`config.mk`:
```
export PLATFORM = sky130hd
export DESIGN_NAME = mips_multicycle_ctrl
export DESIGN_NICKNAME = d
export VERILOG_FILES = /design/src/rtl/mips_ctrl_pkg.sv /design/src/rtl/mips_ctrl_wait_timer.sv /design/src/rtl/mips_multicycle_ctrl.sv
export SDC_FILE = /design/constraint.sdc
export NUM_CORES = 1
export LEC_CHECK = 0
export ABC_CLOCK_PERIOD_IN_PS = 2290
export CAP_MARGIN = 20
export CORE_MARGIN = 2
export CORE_UTILIZATION = 41
export DETAILED_ROUTE_END_ITERATION = 8
export PLACE_DENSITY = 0.86
export REMOVE_ABC_BUFFERS = 1
export SYNTH_ARGS = -nofsm -noshare
export SYNTH_HDL_FRONTEND = slang
export SYNTH_SLANG_ARGS = --single-unit
```
`constraint.sdc`:
```
create_clock -name clk -period 2.29 [get_ports clk]
set_clock_uncertainty 0.2 [all_clocks]
set_input_delay 0.229 -clock clk [delete_from_list [all_inputs] [get_ports clk]]
set_output_delay 0.229 -clock clk [all_outputs]
set_load 0.01 [all_outputs]
```
`src/rtl/mips_ctrl_pkg.sv`:
```
// Shared definitions for the multicycle MIPS-32 main control FSM.
// Holds the state encoding, the opcode constants, the ALUOp / ALUSrcB /
// PCSource select codes and the packed control-word payload that the FSM
// decodes each cycle.
package mips_ctrl_pkg;

  localparam int unsigned STATE_W  = 4;
  localparam int unsigned OPCODE_W = 6;

  typedef enum logic [STATE_W-1:0] {
    ST_FETCH    = 4'd0,
    ST_DECODE   = 4'd1,
    ST_MEMADR   = 4'd2,
    ST_MEMRD    = 4'd3,
    ST_MEMWB    = 4'd4,
    ST_MEMWR    = 4'd5,
    ST_RTYPE_EX = 4'd6,
    ST_RTYPE_WB = 4'd7,
    ST_BRANCH   = 4'd8,
    ST_JUMP     = 4'd9,
    ST_ADDI_EX  = 4'd10,
    ST_ADDI_WB  = 4'd11,
    ST_TRAP     = 4'd12
  } state_e;

  // Opcode field, instruction[31:26]
  localparam logic [OPCODE_W-1:0] OP_RTYPE = 6'b000000;
  localparam logic [OPCODE_W-1:0] OP_LW    = 6'b100011;
  localparam logic [OPCODE_W-1:0] OP_SW    = 6'b101011;
  localparam logic [OPCODE_W-1:0] OP_BEQ   = 6'b000100;
  localparam logic [OPCODE_W-1:0] OP_J     = 6'b000010;
  localparam logic [OPCODE_W-1:0] OP_ADDI  = 6'b001000;

  // ALUOp to ALU_Control
  localparam logic [1:0] ALUOP_ADD   = 2'b00;
  localparam logic [1:0] ALUOP_SUB   = 2'b01;
  localparam logic [1:0] ALUOP_FUNCT = 2'b10;

  // ALUSrcB mux selects
  localparam logic [1:0] SRCB_B       = 2'b00;
  localparam logic [1:0] SRCB_FOUR    = 2'b01;
  localparam logic [1:0] SRCB_IMM     = 2'b10;
  localparam logic [1:0] SRCB_IMM_SH2 = 2'b11;

  // PCSource mux selects
  localparam logic [1:0] PCSRC_ALU    = 2'b00;
  localparam logic [1:0] PCSRC_ALUOUT = 2'b01;
  localparam logic [1:0] PCSRC_JUMP   = 2'b10;

  // Control word driven to the datapath each cycle
  typedef struct packed {
    logic [1:0] alu_op;
    logic       alu_src_a;
    logic [1:0] alu_src_b;
    logic [1:0] pc_source;
    logic       pc_write;
    logic       pc_write_cond;
    logic       i_or_d;
    logic       mem_read;
    logic       mem_write;
    logic       ir_write;
    logic       mem_to_reg;
    logic       reg_dst;
    logic       reg_write;
    logic       instr_done;
  } ctrl_t;

  // States that issue a memory request and stall on mem_ready
  function automatic logic is_mem_state(input state_e s);
    return (s == ST_FETCH) || (s == ST_MEMRD) || (s == ST_MEMWR);
  endfunction

endpackage

```
`src/rtl/mips_ctrl_wait_timer.sv`:
```
// Memory wait counter with timeout compare and sticky timeout flag.
// Ports:
//   clk, reset   - clock, synchronous active-high reset
//   count_en_i   - FSM is in a memory state and mem_ready is low
//   expired_c    - combinational: wait limit reached this cycle
//   timeout_o    - registered sticky timeout flag, cleared only by reset
// The counter is held at zero whenever count_en_i is low; since a memory
// state is only left on mem_ready or timeout, this clears it on every entry.
module mips_ctrl_wait_timer #(
  parameter int unsigned MEM_WAIT_LIMIT = 15,
  parameter int unsigned WAIT_CNT_W     = 4
) (
  input  logic clk,
  input  logic reset,
  input  logic count_en_i,
  output logic expired_c,
  output logic timeout_o
);

  localparam logic                  LIMIT_EN = (MEM_WAIT_LIMIT != 32'd0);
  localparam logic [WAIT_CNT_W-1:0] LIMIT    = WAIT_CNT_W'(MEM_WAIT_LIMIT);

  logic [WAIT_CNT_W-1:0] cnt_q, cnt_d;
  logic                  timeout_q, timeout_d;

  assign expired_c = LIMIT_EN && count_en_i && (cnt_q == LIMIT);

  // Next counter / flag values
  always_comb begin
    cnt_d     = '0;
    timeout_d = timeout_q | expired_c;
    if (count_en_i && !expired_c) begin
      cnt_d = cnt_q + WAIT_CNT_W'(1);
    end
  end

  always_ff @(posedge clk) begin
    if (reset) begin
      cnt_q     <= '0;
      timeout_q <= 1'b0;
    end else begin
      cnt_q     <= cnt_d;
      timeout_q <= timeout_d;
    end
  end

  assign timeout_o = timeout_q;

endmodule

```
`src/rtl/mips_multicycle_ctrl.sv`:
```
// Main control FSM for the multicycle MIPS-32 datapath.
// Sequences fetch / decode / execute / memory / writeback over the shared
// ALU, memory port and register file; outputs are a decode of the state
// register, with FETCH writes and memory-state exits qualified by mem_ready.
// Ports:
//   clk, reset          - clock, synchronous active-high reset
//   opcode, zero        - IR opcode field, ALU zero flag
//   mem_ready           - memory completes the current access this cycle
//   ALUOp..RegWrite     - datapath mux selects and write enables
//   instr_done          - pulse on the last cycle of each instruction
//   mem_timeout         - sticky memory-wait timeout flag
//   illegal_op          - in TRAP (only with MIPS_CTRL_ILLEGAL_TRAP_EN)
//   state               - current state, for debug
// Build option MIPS_CTRL_ILLEGAL_TRAP_EN: illegal opcodes trap in state 12
// until reset; otherwise they retire as a NOP from DECODE.
module mips_multicycle_ctrl
  import mips_ctrl_pkg::*;
#(
  parameter int unsigned MEM_WAIT_LIMIT = 15,
  parameter int unsigned WAIT_CNT_W     = 4
) (
  input  logic                clk,
  input  logic                reset,
  input  logic [OPCODE_W-1:0] opcode,
  input  logic                zero,
  input  logic                mem_ready,
  output logic [1:0]          ALUOp,
  output logic                ALUSrcA,
  output logic [1:0]          ALUSrcB,
  output logic [1:0]          PCSource,
  output logic                PCWrite,
  output logic                PCWriteCond,
  output logic                IorD,
  output logic                MemRead,
  output logic                MemWrite,
  output logic                IRWrite,
  output logic                MemtoReg,
  output logic                RegDst,
  output logic                RegWrite,
  output logic                instr_done,
  output logic                mem_timeout,
`ifdef MIPS_CTRL_ILLEGAL_TRAP_EN
  output logic                illegal_op,
`endif
  output logic [STATE_W-1:0]  state
);

  state_e state_q, state_d;
  ctrl_t  ctrl_c;
  logic   waiting_c;
  logic   expired_c;

  // The zero flag gates PCWriteCond inside the datapath, not here
  logic unused_zero;
  assign unused_zero = zero;

  assign waiting_c = is_mem_state(state_q) && !mem_ready;

  mips_ctrl_wait_timer #(
    .MEM_WAIT_LIMIT (MEM_WAIT_LIMIT),
    .WAIT_CNT_W     (WAIT_CNT_W)
  ) u_wait_timer (
    .clk        (clk),
    .reset      (reset),
    .count_en_i (waiting_c),
    .expired_c  (expired_c),
    .timeout_o  (mem_timeout)
  );

  // Next state and control-word decode
  always_comb begin
    state_d = state_q;
    ctrl_c  = '0;
    case (state_q)
      ST_FETCH: begin
        ctrl_c.mem_read  = 1'b1;
        ctrl_c.alu_src_b = SRCB_FOUR;
        ctrl_c.alu_op    = ALUOP_ADD;
        ctrl_c.pc_source = PCSRC_ALU;
        if (mem_ready) begin
          ctrl_c.ir_write = 1'b1;
          ctrl_c.pc_write = 1'b1;
          state_d         = ST_DECODE;
        end else if (expired_c) begin
          ctrl_c.mem_read = 1'b0;
          state_d         = ST_FETCH;
        end
      end
      ST_DECODE: begin
        // Branch target precomputed into ALUOut while the opcode resolves
        ctrl_c.alu_src_b = SRCB_IMM_SH2;
        ctrl_c.alu_op    = ALUOP_ADD;
        case (opcode)
          OP_LW, OP_SW: state_d = ST_MEMADR;
          OP_RTYPE:     state_d = ST_RTYPE_EX;
          OP_BEQ:       state_d = ST_BRANCH;
          OP_J:         state_d = ST_JUMP;
          OP_ADDI:      state_d = ST_ADDI_EX;
          default: begin
`ifdef MIPS_CTRL_ILLEGAL_TRAP_EN
            state_d = ST_TRAP;
`else
            ctrl_c.instr_done = 1'b1;
            state_d           = ST_FETCH;
`endif
          end
        endcase
      end
      ST_MEMADR: begin
        ctrl_c.alu_src_a = 1'b1;
        ctrl_c.alu_src_b = SRCB_IMM;
        ctrl_c.alu_op    = ALUOP_ADD;
        state_d          = (opcode == OP_LW) ? ST_MEMRD : ST_MEMWR;
      end
      ST_MEMRD: begin
        ctrl_c.mem_read = 1'b1;
        ctrl_c.i_or_d   = 1'b1;
        if (mem_ready) begin
          state_d = ST_MEMWB;
        end else if (expired_c) begin
          ctrl_c.mem_read = 1'b0;
          state_d         = ST_FETCH;
        end
      end
      ST_MEMWB: begin
        ctrl_c.reg_write  = 1'b1;
        ctrl_c.mem_to_reg = 1'b1;
        ctrl_c.instr_done = 1'b1;
        state_d           = ST_FETCH;
      end
      ST_MEMWR: begin
        ctrl_c.mem_write = 1'b1;
        ctrl_c.i_or_d    = 1'b1;
        if (mem_ready) begin
          ctrl_c.instr_done = 1'b1;
          state_d           = ST_FETCH;
        end else if (expired_c) begin
          ctrl_c.mem_write = 1'b0;
          state_d          = ST_FETCH;
        end
      end
      ST_RTYPE_EX: begin
        ctrl_c.alu_src_a = 1'b1;
        ctrl_c.alu_src_b = SRCB_B;
        ctrl_c.alu_op    = ALUOP_FUNCT;
        state_d          = ST_RTYPE_WB;
      end
      ST_RTYPE_WB: begin
        ctrl_c.reg_write  = 1'b1;
        ctrl_c.reg_dst    = 1'b1;
        ctrl_c.instr_done = 1'b1;
        state_d           = ST_FETCH;
      end
      ST_BRANCH: begin
        ctrl_c.alu_src_a     = 1'b1;
        ctrl_c.alu_src_b     = SRCB_B;
        ctrl_c.alu_op        = ALUOP_SUB;
        ctrl_c.pc_write_cond = 1'b1;
        ctrl_c.pc_source     = PCSRC_ALUOUT;
        ctrl_c.instr_done    = 1'b1;
        state_d              = ST_FETCH;
      end
      ST_JUMP: begin
        ctrl_c.pc_write   = 1'b1;
        ctrl_c.pc_source  = PCSRC_JUMP;
        ctrl_c.instr_done = 1'b1;
        state_d           = ST_FETCH;
      end
      ST_ADDI_EX: begin
        ctrl_c.alu_src_a = 1'b1;
        ctrl_c.alu_src_b = SRCB_IMM;
        ctrl_c.alu_op    = ALUOP_ADD;
        state_d          = ST_ADDI_WB;
      end
      ST_ADDI_WB: begin
        ctrl_c.reg_write  = 1'b1;
        ctrl_c.instr_done = 1'b1;
        state_d           = ST_FETCH;
      end
`ifdef MIPS_CTRL_ILLEGAL_TRAP_EN
      ST_TRAP: state_d = ST_TRAP;
`endif
      default: state_d = ST_FETCH;
    endcase
    // Reset is synchronous, so suppress writes in the cycle it is sampled
    if (reset) begin
      ctrl_c = '0;
    end
  end

  always_ff @(posedge clk) begin
    if (reset) begin
      state_q <= ST_FETCH;
    end else begin
      state_q <= state_d;
    end
  end

  assign ALUOp       = ctrl_c.alu_op;
  assign ALUSrcA     = ctrl_c.alu_src_a;
  assign ALUSrcB     = ctrl_c.alu_src_b;
  assign PCSource    = ctrl_c.pc_source;
  assign PCWrite     = ctrl_c.pc_write;
  assign PCWriteCond = ctrl_c.pc_write_cond;
  assign IorD        = ctrl_c.i_or_d;
  assign MemRead     = ctrl_c.mem_read;
  assign MemWrite    = ctrl_c.mem_write;
  assign IRWrite     = ctrl_c.ir_write;
  assign MemtoReg    = ctrl_c.mem_to_reg;
  assign RegDst      = ctrl_c.reg_dst;
  assign RegWrite    = ctrl_c.reg_write;
  assign instr_done  = ctrl_c.instr_done;
  assign state       = state_q;

`ifdef MIPS_CTRL_ILLEGAL_TRAP_EN
  assign illegal_op = (state_q == ST_TRAP);
`endif

endmodule

```
**Routing congestion**

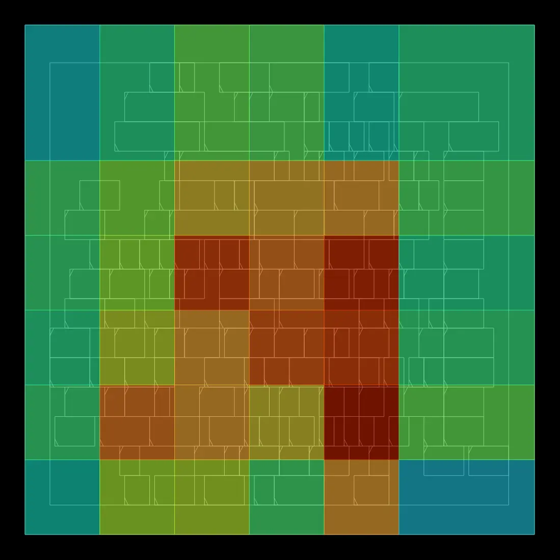
met3 Use GR: 6.15%
met1 usage: 24.7%
GRT Overall Usage: 23.5%
met2 usage: 44.7%
global routing's busiest layer: met2

**Cell density map**

Scale: 6 px per micron. The die is cut into 9 by 9 equal tiles; white is low, dark blue is high, 0 to 100% covered.
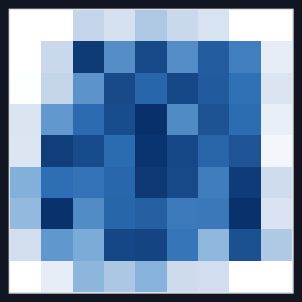
fullest tile: 100%
mean over tiles: 54%
densest ninth of the die: centre
emptiest ninth of the die: north-west
nearly empty tiles: 11%

**Signal wires by layer**

Scale: 12 px per micron. Two of the layers only.
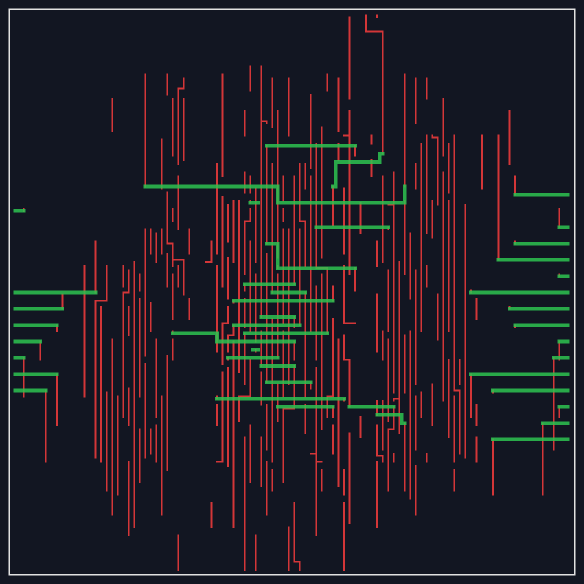
[met3] green | wire length: 210 microns
[met2] red | wire length: 1200 microns

==> results.toml <==
# flow metrics
[status]
status = "complete, no violations"

[floorplan]
core_area_sq_um = 1730
initCoreUtil_pct = 43.9
io_pins = 32
fp-row-count = 15
nWellTaps = 25

[clock_network]
clk_latency_ns = 0.28
h-tree-depth = 1
clock_path_buffers = 2
cts_sinks = 9
cts_tree = "built"
cts_hold_buffers = 0
path_clk_slew_ns = 0.07
postCtsSetupBuffers = 0
cts_resized = 6
root_buffer = "clkbuf_4"
cts_buffers = 3

[drt]
drt_pass1_iterations = 4
drt-total-wl_microns = 2370
routed.top_layer = "met4"
drc_errors = 0
wl_met2_microns = 1200
met3_length_microns = 210
wl_met1_microns = 945
vias = 983
via_per_inst = 5.65
ant_nets = 0

[worst_setup_path]
cp_slowest_cell = "clkdlybuf4s50_1"
critPathRequiredTime_ns = 1.86
worst_ep_arrival_time_ns = 1.78
r2r_cells = 4
crit_cells = 4
r2r-start = "u_wait_timer.cnt_q[0]"
slowest_delay_ns = 0.53
cp_top_family = "buffers and inverters"
crit_start = "state[2]"
cp-end-kind = "primary output"
critPathMaxFanout = 13
crit_buf_inv = 2
crit_end = "IorD"
worstPathCellList = "buf_4, nor2b_1, o211a_1, clkdlybuf4s50_1"
worstSetupPathType = "reg2out"
regToRegEndpoint = "state[1]"
start_kind = "flip-flop"
r2r_slack_ns = 0.50

[final_timing]
slew_violations = 0
holdWs_ns = 0.208
maxSlewHeadroom_pct = 71.3
setup_viol_count_final = 0
fin_crit_sh_pct = 96.3
worst_slack_ns = 0.0844
tns_ns = 0
fmax_ghz = 0.453
period_needed_ns = 2.21
rsz0062_at_grt = "false"
final_hold_viol_count = 0

[place]
gp_congestion = 0.911
hpwl_microns = 1820
place_inst = 170
placed_cell_area_sq_um = 1150
io_buffers = 30

[synth]
top_cells_by_count = "nor2_1, dfxtp_1, nor3_1, a21oi_1, nand3_1"
async_flop_share_pct = 0
synth_cells = 108
xor_area_share_pct = 5.78
synth_area_sq_um = 758
synth_chip_area_sq_um = 758
ys_sh_simple_pct = 39.8
mux_area_share_pct = 0
yosysTopAreaCell = "dfxtp_1"
edf_count = 0
flop_cell = "dfxtp_1"
yosysCellCount = 108
area_leaders = "dfxtp_1, nor2_1, nor3_1"
yosysWarnings = 0
adder_share_pct = 1.65
ys_types = 38
netlist_logic_family_top = "simple AND/OR/NAND/NOR gates"
ys_seq_share_pct = 23.8
avgSynthCellArea_sq_um = 7.02
aoi_share_pct = 21.9
numSynthFlops = 9
top_cell_area_share_pct = 23.8
yosysMostFrequentCell = "nor2_1"

[cells_and_area]
drive_gt1_share_pct = 18.8
n_fill_cell = 159
seq-cell-share_pct = 15.4
logic_gates = 89
postLayoutCellArea_sq_um = 1210
utilization_pct = 70.2
buf_share_pct = 34.4
mostFrequentLayoutCells = "clkdlybuf4s50_1, nor2_1, buf_4, nor3_1"
n_all_buffers = 44
clkCellAreaFrac_pct = 2.27
ff_latch_area_sq_um = 186
final_nets = 161
nNonClkInverters = 3
syn2layout_area_growth_pct = 59.9
comb-cell-share_pct = 44.2
dominant-cell-class = "logic gates"
layout_top_cell_excl_fill_tap = "clkdlybuf4s50_1"
flop-count = 9
stdcell_count = 174
nClkBuffers = 3
antennaDiodeCount = 0

[hold_path]
min_from = "reset"
hp-class = "in2reg"
holdPathStages = 3
min_to = "u_wait_timer.timeout_o"

[pwr]
p_int_mw = 0.278
p_sw_mw = 0.122
power_frac_seq_pct = 41.0
p_leak_nw = 0.556
p_clk_mw = 0.133
maxPowerGroup = "sequential cells"
seq_power_mw = 0.164
p_per_area_nw_per_um2 = 329
clkPwrFrac_pct = 33.2
pg_comb_mw = 0.103
power_mw = 0.399
sw_frac_of_total_pct = 30.5
power_frac_comb_pct = 25.8

[global_route]
grt_max_degree = 14
antenna_found_initial = 0
overflow = 0
grt_pass1_vias = 933
grt_pass1_wl_microns = 3770

[job]
warnings = 26
maxCapViolCount = 0
**Routed clock nets over the placement**

Scale: 12 px per micron.
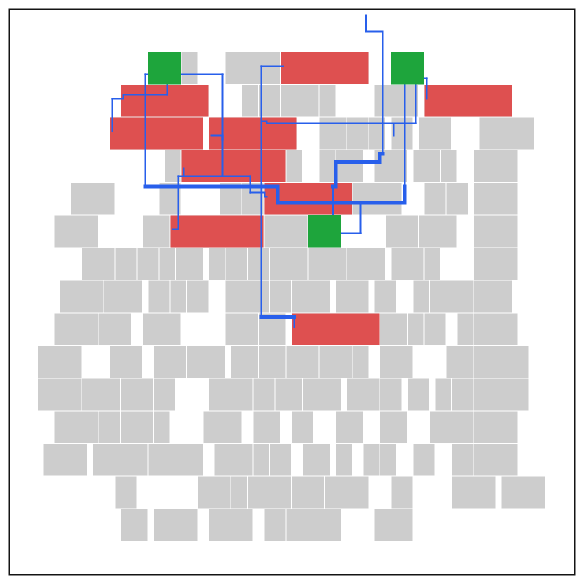
[cells driving clock nets] green | count: 3
[flip-flops] red | count: 9
[clock wires] blue | length: 160 microns
routed clock nets: 4

**Power grid**

Scale: 10 px per micron. Pins as bars on the die edge.
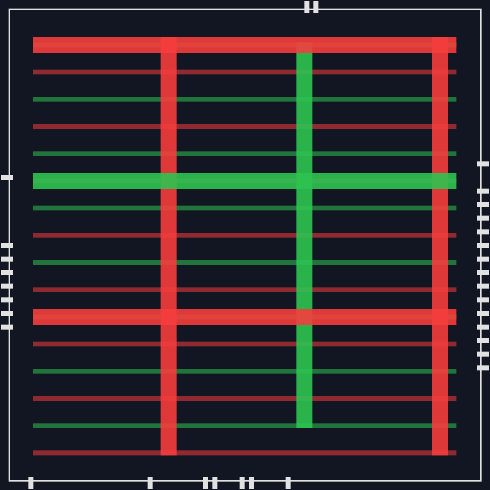
[VDD] green
[VSS] red
met1 rails: 16
met5 straps: 3
rows: 15
signal pins: 32
met4 straps: 3
Die H: 47.0 microns
Die W: 47.0 microns
Worst VDD drop: 0.281 mV

